Run 1, pin map:
Scale: 4 px per µm. Pins as bars across the die edge, other pins in grey.
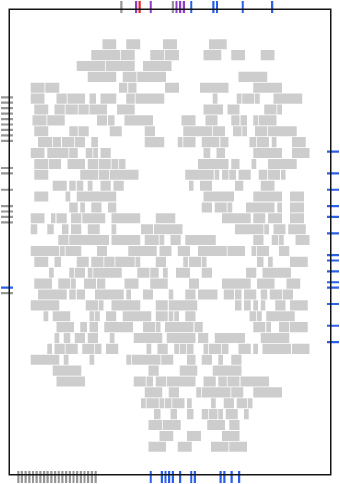
Run 1, routing congestion map:
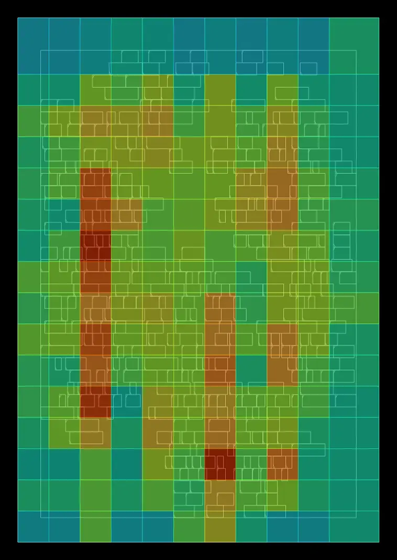
Run 1, close-up of the layout:
Window x 28 to 53, y 22 to 47 µm. Cells in grey, sequential cells in the stronger grey; small squares are vias.
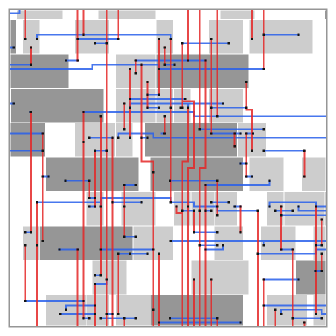
**src/rtl/phase_if.sv**
```systemverilog
// Handshake bundle between the CPU phase sequencer and the datapath/memory side.
// The sequencer uses the slave modport; whoever drives instructions and acks uses master.
interface phase_if #(
   parameter int CNT_W = 32
) ();
   logic             start;
   logic [31:0]      ir;
   logic             mem_ack;
   logic [4:0]       phase;
   logic             mem_req;
   logic             mem_we;
   logic             ir_we;
   logic             pc_inc;
   logic             halted;
   logic             err;
   logic [CNT_W-1:0] retired;

   modport master (
      output start, ir, mem_ack,
      input  phase, mem_req, mem_we, ir_we, pc_inc, halted, err, retired
   );

   modport slave (
      input  start, ir, mem_ack,
      output phase, mem_req, mem_we, ir_we, pc_inc, halted, err, retired
   );
endinterface

```
**src/rtl/phase_ctrl.sv**
```systemverilog
// Multi-cycle F/R/X/M/W sequencer: one-hot phase bus, memory handshake with ack
// timeout, HLT stop and retired-instruction counting.
module phase_ctrl #(
   parameter int CNT_W       = 32,
   parameter int ACK_TIMEOUT = 255
) (
   input  logic   clk,
   input  logic   rst,
   phase_if.slave bus
);
   localparam int WAIT_W = $clog2(ACK_TIMEOUT + 1);
   localparam logic [WAIT_W-1:0] WAIT_LAST = WAIT_W'(ACK_TIMEOUT - 1);

   typedef enum logic [2:0] {
      S_IDLE = 3'd0,
      S_F    = 3'd1,
      S_R    = 3'd2,
      S_X    = 3'd3,
      S_M    = 3'd4,
      S_W    = 3'd5,
      S_HALT = 3'd6
   } state_e;

   state_e             state_q, state_d;
   logic [WAIT_W-1:0]  wait_q, wait_d;
   logic               err_q, err_d;
   logic [CNT_W-1:0]   retired_q, retired_d;
   logic [4:0]         phase_q, phase_d;
   logic               mem_req_q, mem_req_d;
   logic               mem_we_q, mem_we_d;
   logic               halted_q, halted_d;
   logic               is_ld_s, is_st_s, is_hlt_s;

   assign is_ld_s  = (bus.ir[31:22] == 10'b1000_1010_01);
   assign is_st_s  = (bus.ir[31:22] == 10'b1000_1000_01);
   assign is_hlt_s = (bus.ir[31:24] == 8'hF4);

   // Next-state, wait counter, sticky error and retire count.
   always_comb begin
      state_d   = state_q;
      wait_d    = '0;
      err_d     = err_q;
      retired_d = retired_q;
      case (state_q)
         S_IDLE: begin
            if (bus.start) state_d = S_F;
            else           state_d = S_IDLE;
         end
         S_F, S_M: begin
            // An ack on the timeout cycle still wins over the error halt.
            if (bus.mem_ack) begin
               state_d = (state_q == S_F) ? S_R : S_W;
            end else if (wait_q == WAIT_LAST) begin
               state_d = S_HALT;
               err_d   = 1'b1;
            end else begin
               wait_d  = wait_q + WAIT_W'(1);
            end
         end
         S_R: begin
            if (is_hlt_s) state_d = S_HALT;
            else          state_d = S_X;
         end
         S_X: begin
            if (is_ld_s || is_st_s) state_d = S_M;
            else                    state_d = S_W;
         end
         S_W: begin
            retired_d = retired_q + CNT_W'(1);
            state_d   = S_F;
         end
         S_HALT:  state_d = S_HALT;
         default: state_d = S_IDLE;
      endcase
   end

   // Moore outputs, registered alongside the state they decode.
   always_comb begin
      case (state_d)
         S_F:     phase_d = 5'b00001;
         S_R:     phase_d = 5'b00010;
         S_X:     phase_d = 5'b00100;
         S_M:     phase_d = 5'b01000;
         S_W:     phase_d = 5'b10000;
         default: phase_d = 5'b00000;
      endcase
      mem_req_d = (state_d == S_F) || (state_d == S_M);
      mem_we_d  = (state_d == S_M) && is_st_s;
      halted_d  = (state_d == S_HALT);
   end

   // State and output registers with synchronous reset.
   always_ff @(posedge clk) begin
      if (rst) begin
         state_q   <= S_IDLE;
         wait_q    <= '0;
         err_q     <= 1'b0;
         retired_q <= '0;
         phase_q   <= 5'b00000;
         mem_req_q <= 1'b0;
         mem_we_q  <= 1'b0;
         halted_q  <= 1'b0;
      end else begin
         state_q   <= state_d;
         wait_q    <= wait_d;
         err_q     <= err_d;
         retired_q <= retired_d;
         phase_q   <= phase_d;
         mem_req_q <= mem_req_d;
         mem_we_q  <= mem_we_d;
         halted_q  <= halted_d;
      end
   end

   assign bus.phase   = phase_q;
   assign bus.mem_req = mem_req_q;
   assign bus.mem_we  = mem_we_q;
   assign bus.halted  = halted_q;
   assign bus.err     = err_q;
   assign bus.retired = retired_q;
   assign bus.ir_we   = (state_q == S_F) && bus.mem_ack;
   assign bus.pc_inc  = (state_q == S_F) && bus.mem_ack;
endmodule
```
**src/flat_wrapper.sv**
```systemverilog
// flat-port wrapper written by rule: the top's interface ports become plain ports
module phase_ctrl_flat 
#(
   parameter int CNT_W       = 32,
   parameter int ACK_TIMEOUT = 255
)
  (clk, rst, bus_start, bus_ir, bus_mem_ack, bus_phase, bus_mem_req, bus_mem_we, bus_ir_we, bus_pc_inc, bus_halted, bus_err, bus_retired);
  phase_if #(.CNT_W(CNT_W)) bus_i ();
  input  logic clk;
  input  logic rst;
  input wire logic [$bits(bus_i.start)-1:0] bus_start;
  input wire logic [$bits(bus_i.ir)-1:0] bus_ir;
  input wire logic [$bits(bus_i.mem_ack)-1:0] bus_mem_ack;
  output wire logic [$bits(bus_i.phase)-1:0] bus_phase;
  output wire logic [$bits(bus_i.mem_req)-1:0] bus_mem_req;
  output wire logic [$bits(bus_i.mem_we)-1:0] bus_mem_we;
  output wire logic [$bits(bus_i.ir_we)-1:0] bus_ir_we;
  output wire logic [$bits(bus_i.pc_inc)-1:0] bus_pc_inc;
  output wire logic [$bits(bus_i.halted)-1:0] bus_halted;
  output wire logic [$bits(bus_i.err)-1:0] bus_err;
  output wire logic [$bits(bus_i.retired)-1:0] bus_retired;
  assign bus_i.start = bus_start;
  assign bus_i.ir = bus_ir;
  assign bus_i.mem_ack = bus_mem_ack;
  assign bus_phase = bus_i.phase;
  assign bus_mem_req = bus_i.mem_req;
  assign bus_mem_we = bus_i.mem_we;
  assign bus_ir_we = bus_i.ir_we;
  assign bus_pc_inc = bus_i.pc_inc;
  assign bus_halted = bus_i.halted;
  assign bus_err = bus_i.err;
  assign bus_retired = bus_i.retired;
  phase_ctrl #(.CNT_W(CNT_W), .ACK_TIMEOUT(ACK_TIMEOUT)) u_core (.clk(clk), .rst(rst), .bus(bus_i));
endmodule
```
**config.mk**
```make
export PLATFORM = sky130hd
export DESIGN_NAME = phase_ctrl_flat
export DESIGN_NICKNAME = d
export VERILOG_FILES = /design/src/rtl/phase_if.sv /design/src/rtl/phase_ctrl.sv /design/src/flat_wrapper.sv
export SDC_FILE = /design/constraint.sdc
export NUM_CORES = 1
export LEC_CHECK = 0
export CAP_MARGIN = 20
export CORE_AREA = 5 5 75 111
export CTS_CLUSTER_SIZE = 8
export DETAILED_ROUTE_END_ITERATION = 8
export DIE_AREA = 0 0 80 116
export HOLD_SLACK_MARGIN = 0.05
export SKIP_CTS_REPAIR_TIMING = 1
export SYNTH_ARGS = -nofsm -noshare
export SYNTH_HDL_FRONTEND = slang
export SYNTH_SLANG_ARGS = --single-unit
export TNS_END_PERCENT = 30
```
**constraint.sdc**
```tcl
create_clock -name clk -period 1.9 [get_ports clk]
set_clock_uncertainty 0.1 [all_clocks]
set_input_delay 0.38 -clock clk [delete_from_list [all_inputs] [get_ports clk]]
set_output_delay 0.38 -clock clk [all_outputs]
set_load 0.02 [all_outputs]
```
==> results.rst, run 1 <==
Flow metrics
------------

.. list-table::
   :header-rows: 1

   * - Metric
     - Value
   * - Total Die Area
     - 9280 µm²
   * - H-tree levels
     - 2
   * - Number of global-route vias before repair
     - 2156
   * - Worst Path Max Fanout
     - 3
   * - Synth Seq Share
     - 0.4228
   * - Fin worst setup slack
     - 47.68 ps
   * - Mean cell area of the mapped netlist
     - 9.188 µm²
   * - Syn Nets
     - 307
   * - Delay of the slowest cell on the worst path
     - 470 ps
   * - Total routed wirelength
     - 5577 µm
   * - Ratio of cells with drive above 1 in the final layout
     - 0.2231
   * - Area fraction in and, or, nand and nor cells after synthesis
     - 0.3333
   * - Global-route congestion overflow total
     - 0
   * - Residual DRC
     - 0
   * - Share of total power consumed by net switching
     - 0.2386
   * - Placed wire-length estimate
     - 4206 µm
   * - Net switching component of the power
     - 460.2 µW
   * - DR vias/cell
     - 4.657
   * - Mux frac, synth
     - 0.008638
   * - Achievable Freq
     - 539.9 MHz
   * - Headroom to the max-slew limit
     - 0.7772
   * - Power density relative to cell area
     - 534.7 nW/µm²
   * - Number of buffers on the longest clock path
     - 2
   * - Outcome
     - finished, final reports clean
   * - Class of the tightest hold or removal check
     - reg -> reg
   * - Total cells reported by yosys after synthesis
     - 268
   * - Share of synthesized registers carrying an async set or reset
     - 0
   * - Sequential group share of total power
     - 0.577
   * - Max Cap Viol
     - 0
   * - Number of sinks driven by the clock tree
     - 52
   * - Clk Tree Root Cell
     - sky130_fd_sc_hd__clkbuf_8
   * - Core region area
     - 7227 µm²
   * - Flip-flops with a built-in enable
     - 0
   * - Clock-pin slew of the registers on the worst-case setup and hold paths
     - 90 ps
   * - Final RePlAce weighted congestion
     - 0.7774
Back to the opening pictures, 'pin map':
Red stands for bus_halted, pins 1, direction output, edge top. Purple stands for bus_phase, pins 5, direction output, edge top. Blue stands for bus_retired, pins 32, direction output, edge 14 right, 12 bottom, 5 top, 1 left.
floorplan die height: 116 µm
Die W: 80 µm
number of port buffers: 56

Back to the opening pictures, 'routing congestion map':
combined global-route utilization of all metal layers: 0.1261
Wirelength per Cell: 12.05 µm
most crowded layer after global routing: met2
met1 Track Usage GR: 0.1468
global routing usage on met3: 0.02799

Back to the opening pictures, 'close-up of the layout':
Red stands for M2. Blue stands for M1.
Netlist names of flops here include u_core.bus.retired (8). Most frequent: buf_4 (8), dfxtp_1 (8), nor2_1 (7). 40 logic cells have their middle in the window. Sequential cells in the window: 8.

run 1: power by group through the flow:
stage,sequential [µW],clock (µW),combinational [µW]
floorplan,1150,0,86.0
global placement,1140,0,204
detailed placement,1140,0,206
CTS,1110,629,207
global route,1120,677,238
finish,1110,596,220
run 1: per-layer routing:
metal | vias to the layer above | global-route usage | wire length, µm
met3 | 7 | 0.02799 | 237
li1 | 1112 | - | -
met1 | 999 | 0.1468 | 2328
met4 | 0 | 0.03946 | 48
met2 | 38 | 0.2273 | 2962
met5 | - | 0 | 0
run 1: final cells by class:
class	instances	area, µm²
clock buffers	5	68.82
repair buffers	101	945.9
flip-flops and latches	52	1041
multi-input cells	194	1380
inverters	9	33.78
fillers	721	3620
well taps	100	125.1
clock inverters	2	12.51
run 1: final timing paths:
path / startpoint / endpoint / depth (start not counted) / slack (ps)
max: bus_ir[27] / u_core.bus.mem_req$_SDFF_PP0_ / 6 / 50
max reg2reg: u_core.wait_q[0]$_SDFF_PP0_ / u_core.bus.mem_we$_SDFF_PP0_ / 7 / 110
min reg2reg: u_core.bus.err$_SDFFE_PP0P_ / u_core.bus.err$_SDFFE_PP0P_ / 2 / 390
min: u_core.bus.err$_SDFFE_PP0P_ / u_core.bus.err$_SDFFE_PP0P_ / 2 / 390
run 1: cell usage in the layout, fill, tap and decap left out, drive strengths merged, types with 7 or more instances in the layout:
cell type      instances
a21oi                  7
buf                   46
clkdlybuf4s50         36
dfxtp                 52
dlymetal6s2s          18
inv                    9
nand2                 12
nand3                 14
nand4                  7
nor2                  45
nor3                  13
nor4                  11
xnor2                 26
xor2                   9
run 1: synth_stat cells, types with 5 or more instances:
library cell / count
sky130_fd_sc_hd__xor2_1: 9
sky130_fd_sc_hd__xnor2_1: 26
sky130_fd_sc_hd__nor3_1: 13
sky130_fd_sc_hd__dfxtp_1: 52
sky130_fd_sc_hd__nand2_1: 12
sky130_fd_sc_hd__a21oi_1: 7
sky130_fd_sc_hd__clkbuf_1: 5
sky130_fd_sc_hd__inv_1: 9
sky130_fd_sc_hd__nand3_1: 12
sky130_fd_sc_hd__nand4_1: 5
sky130_fd_sc_hd__and4_1: 6
sky130_fd_sc_hd__nor4_1: 5
sky130_fd_sc_hd__nor2_1: 45
run 1: worst reg2reg max path, stage by stage, from the launching register on:
cell and delay, ps:
sky130_fd_sc_hd__dfxtp_1 340, sky130_fd_sc_hd__inv_1 50, sky130_fd_sc_hd__ha_1 200, sky130_fd_sc_hd__and3_1 200, sky130_fd_sc_hd__a41oi_2 250, sky130_fd_sc_hd__o32ai_4 150
sky130_fd_sc_hd__buf_4 170, sky130_fd_sc_hd__nor4_2 250
run 1: flip-flops by register name, summed over array words and instances, names as in the netlist:
register,count
u_core.bus.err,1
u_core.bus.halted,1
u_core.bus.mem_req,1
u_core.bus.mem_we,1
u_core.bus.phase,5
u_core.bus.retired,32
u_core.state_q,3
u_core.wait_q,8
==> run 2: changes to the inputs <==
- RECOVER_POWER: not set -> 25
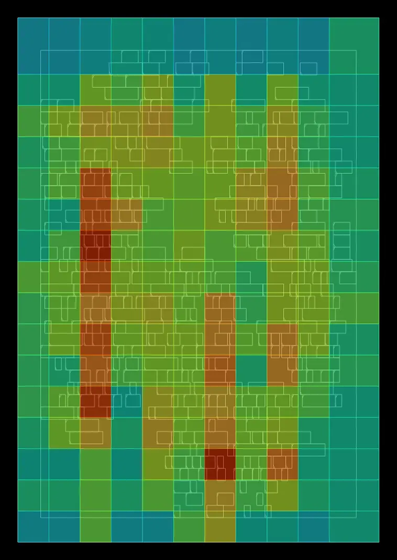
Run 2: routing congestion map
Wirelength per Cell: 12.06 µm
global routing met2 resource utilization: 0.2273

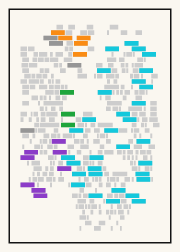
Run 2: sequential cells coloured by netlist name
Scale: 2 px per µm. Other sequential cells in the stronger grey, the rest of the logic in the fainter grey.
Green stands for u_core.state_q, sequential cells 3. Orange stands for u_core.bus.phase, sequential cells 5, where top middle. Cyan stands for u_core.bus.retired, sequential cells 32. Purple stands for u_core.wait_q, sequential cells 8.
Another 4 sequential cells are not coloured.

==> run 2 against run 1 <==
Power grew 0.16%. Synthesized cell count is the same. Via count grew 0.56%. Fmax grew 0.16%. First-iteration DRC count is the same. Sequential power is essentially flat. Register-to-register slack is essentially flat. Largest cell class unchanged. Highest routed layer unchanged.
==> results.rst, run 2 <==
Flow metrics
------------

.. list-table::
   :header-rows: 1

   * - Metric
     - Value
   * - Outcome
     - finished, final reports clean
   * - Antenna diode count
     - 0
   * - WP data arrival
     - 1960 ps
   * - Floorplan die height
     - 116 µm
   * - Std-Cell Rows
     - 38
   * - Kind of capture point of the worst setup path
     - register
   * - Clk Latency, worst-skew pair
     - 300 ps
   * - Syn Std Cell Area
     - 2462 µm²
   * - Class of the tightest hold or removal check
     - reg -> reg
   * - Ratio of cells with drive above 1 in the final layout
     - 0.2231
   * - Number of sinks driven by the clock tree
     - 52
   * - Cell area leaders
     - sky130_fd_sc_hd__dfxtp_1 (42%), sky130_fd_sc_hd__xnor2_1 (9.2%), sky130_fd_sc_hd__nor2_1 (6.9%), sky130_fd_sc_hd__xor2_1 (3.2%), sky130_fd_sc_hd__nor3_1 (2.6%)
   * - Flip-flops with a built-in enable
     - 0
   * - Number of detailed-routing iterations run before antenna repair
     - 4
   * - Area fraction in xor and xnor cells
     - 0.1245
   * - Placed cell areas
     - 3397 µm²
   * - Number of port buffers
     - 56
   * - Overall power
     - 1932 µW
   * - Die W
     - 80 µm
   * - H-tree levels
     - 2
   * - Residual DRC
     - 0
   * - Crit path DRT
     - 2010 ps
   * - Slew of the pin with the lowest slew margin
     - 459.9 ps
   * - Synthesized netlist cell count
     - 268
   * - Dominant logic cell types in the final layout
     - sky130_fd_sc_hd__dfxtp_1 (52), sky130_fd_sc_hd__nor2_1 (45), sky130_fd_sc_hd__buf_4 (43)
   * - Setup-failing EPs final
     - 0
   * - Total cells reported by yosys after synthesis
     - 268
   * - Number of cell instances on the worst register-to-register path
     - 7
   * - Fill cell total of the finished layout
     - 741
   * - Worst slack, placed
     - -350.3 ps
   * - Placed wire-length estimate
     - 4206 µm
   * - Number of global-route vias before repair
     - 2156
   * - Worst setup SP type
     - input port
   * - Post-route non-filler standard cell count
     - 463
   * - Placed cells
     - 454
   * - Delay of the slowest cell on the worst path
     - 410 ps
   * - Mean cell area of the mapped netlist
     - 9.188 µm²
   * - Combined global-route utilization of all metal layers
     - 0.1261
   * - Global-route congestion overflow total
     - 0
   * - Core region area
     - 7227 µm²
   * - Clk Tree Root Cell
     - sky130_fd_sc_hd__clkbuf_8
   * - Clock-pin slew of the registers on the worst-case setup and hold paths
     - 90 ps
   * - Iteration-0 DRC count of the detailed router
     - 73
   * - Final standard cell utilization of the core
     - 0.4818
   * - Final RePlAce weighted congestion
     - 0.7774
   * - DR vias/cell
     - 4.683
   * - Syn. warnings
     - 0
   * - Mux frac, synth
     - 0.008638
   * - Number of buffers on the longest clock path
     - 2
   * - Syn Nets
     - 307
   * - Fin worst setup slack
     - 50.63 ps
   * - Cell types with the highest counts after synthesis
     - sky130_fd_sc_hd__dfxtp_1 (52), sky130_fd_sc_hd__nor2_1 (45), sky130_fd_sc_hd__xnor2_1 (26)
   * - Largest register FFs
     - 32
   * - Achievable Freq
     - 540.7 MHz
   * - Count of state elements after synthesis
     - 52
   * - Headroom to the max-slew limit
     - 0.6934
   * - Most common cell in the netlist
     - sky130_fd_sc_hd__dfxtp_1
   * - I/O pin cnt
     - 79
   * - Power density relative to cell area
     - 554.8 nW/µm²
   * - Min-Delay Path Depth
     - 2
   * - Synth Seq Share
     - 0.4228
   * - Clock period minus worst slack
     - 1849 ps
   * - Share of the core filled by cells before placement
     - 0.3407
   * - Commonest register cell after synthesis
     - sky130_fd_sc_hd__dfxtp_1
   * - Worst Path Max Fanout
     - 5
   * - CP cell instances
     - clkdlybuf4s50_1 -> buf_4 -> o41ai_4 -> a31oi_2 -> or2_4 -> nor4_2
   * - Maximum number of pins on one net before global-route repair
     - 23
   * - Total Die Area
     - 9280 µm²
   * - Area of all placed cells without fillers
     - 3482 µm²
   * - P_leak
     - 0.001363 µW
   * - CTS tree
     - built
   * - Main logic family after synthesis
     - simple AND/OR/NAND/NOR gates
   * - Initial antenna violation count
     - 0
   * - Cts bufs inserted
     - 5
   * - Max Cap Viol
     - 0
   * - Total routed wirelength
     - 5582 µm
   * - Residual antenna-violating net count after detailed routing
     - 0
   * - Area fraction in and, or, nand and nor cells after synthesis
     - 0.3333
   * - Unique cell type count in the Yosys netlist
     - 46
   * - Period Utilization, post-route
     - 0.9734
   * - Share of synthesized registers carrying an async set or reset
     - 0
   * - Most instantiated logic cell after routing
     - sky130_fd_sc_hd__dfxtp_1
## run 2: worst max-delay path, delay by kind of cell
| kind | cells | cell delay [ps] |
|---|---|---|
| simple gates | 2 | 520 |
| compound gates | 2 | 490 |
| buf+inv | 2 | 570 |
## run 2: metrics by stage
stage                     hold slack (ps)  setup TNS [ps]
after floorplan                     330.0               0
after global placement              362.9           -3579
after detailed placement            357.5           -3768
after CTS                           392.1          -824.9
after global routing                450.1          -25.71
final                               389.6               0
## run 2: where the power goes
group | switching (µW) | internal, µW
Clock | 350 | 250
Sequential | 8.77 | 1100
Combinational | 106 | 113
## run 2: per-layer routing
layer / global-route usage / wire length [µm] / up-vias
met5: 0 / 0 / -
met4: 0.03946 / 68 / 0
met3: 0.02799 / 264 / 7
met2: 0.2273 / 2944 / 41
met1: 0.1468 / 2304 / 1009
li1: - / - / 1111
## run 2: kinds of logic after synthesis
group / count (synthesis)
fa+ha+maj: 3
simple gates: 136
compound gates: 18
xor+xnor: 35
flops: 52
buf+inv: 22
mux: 2
## run 2: area by class of cell
class	count	area [µm²]	area share
Inverter	9	33.78	0.009702
Clock buffer	5	68.82	0.01976
Multi-Input combinational cell	194	1380	0.3963
Clock inverter	2	12.51	0.003593
Sequential cell	52	1041	0.2990
Tap cell	100	125.1	0.03593
Timing Repair Buffer	101	820.8	0.2357
## run 2: worst paths after layout
kind	slack (ps)	from	to
setup / recovery	50	bus_mem_ack	u_core.bus.mem_we$_SDFF_PP0_
hold reg to reg	390	u_core.bus.err$_SDFFE_PP0P_	u_core.bus.err$_SDFFE_PP0P_
setup reg to reg	110	u_core.wait_q[0]$_SDFF_PP0_	u_core.bus.mem_we$_SDFF_PP0_
hold / removal	390	u_core.bus.err$_SDFFE_PP0P_	u_core.bus.err$_SDFFE_PP0P_
No activity file was given, so power comes from the tool's default toggle rates.
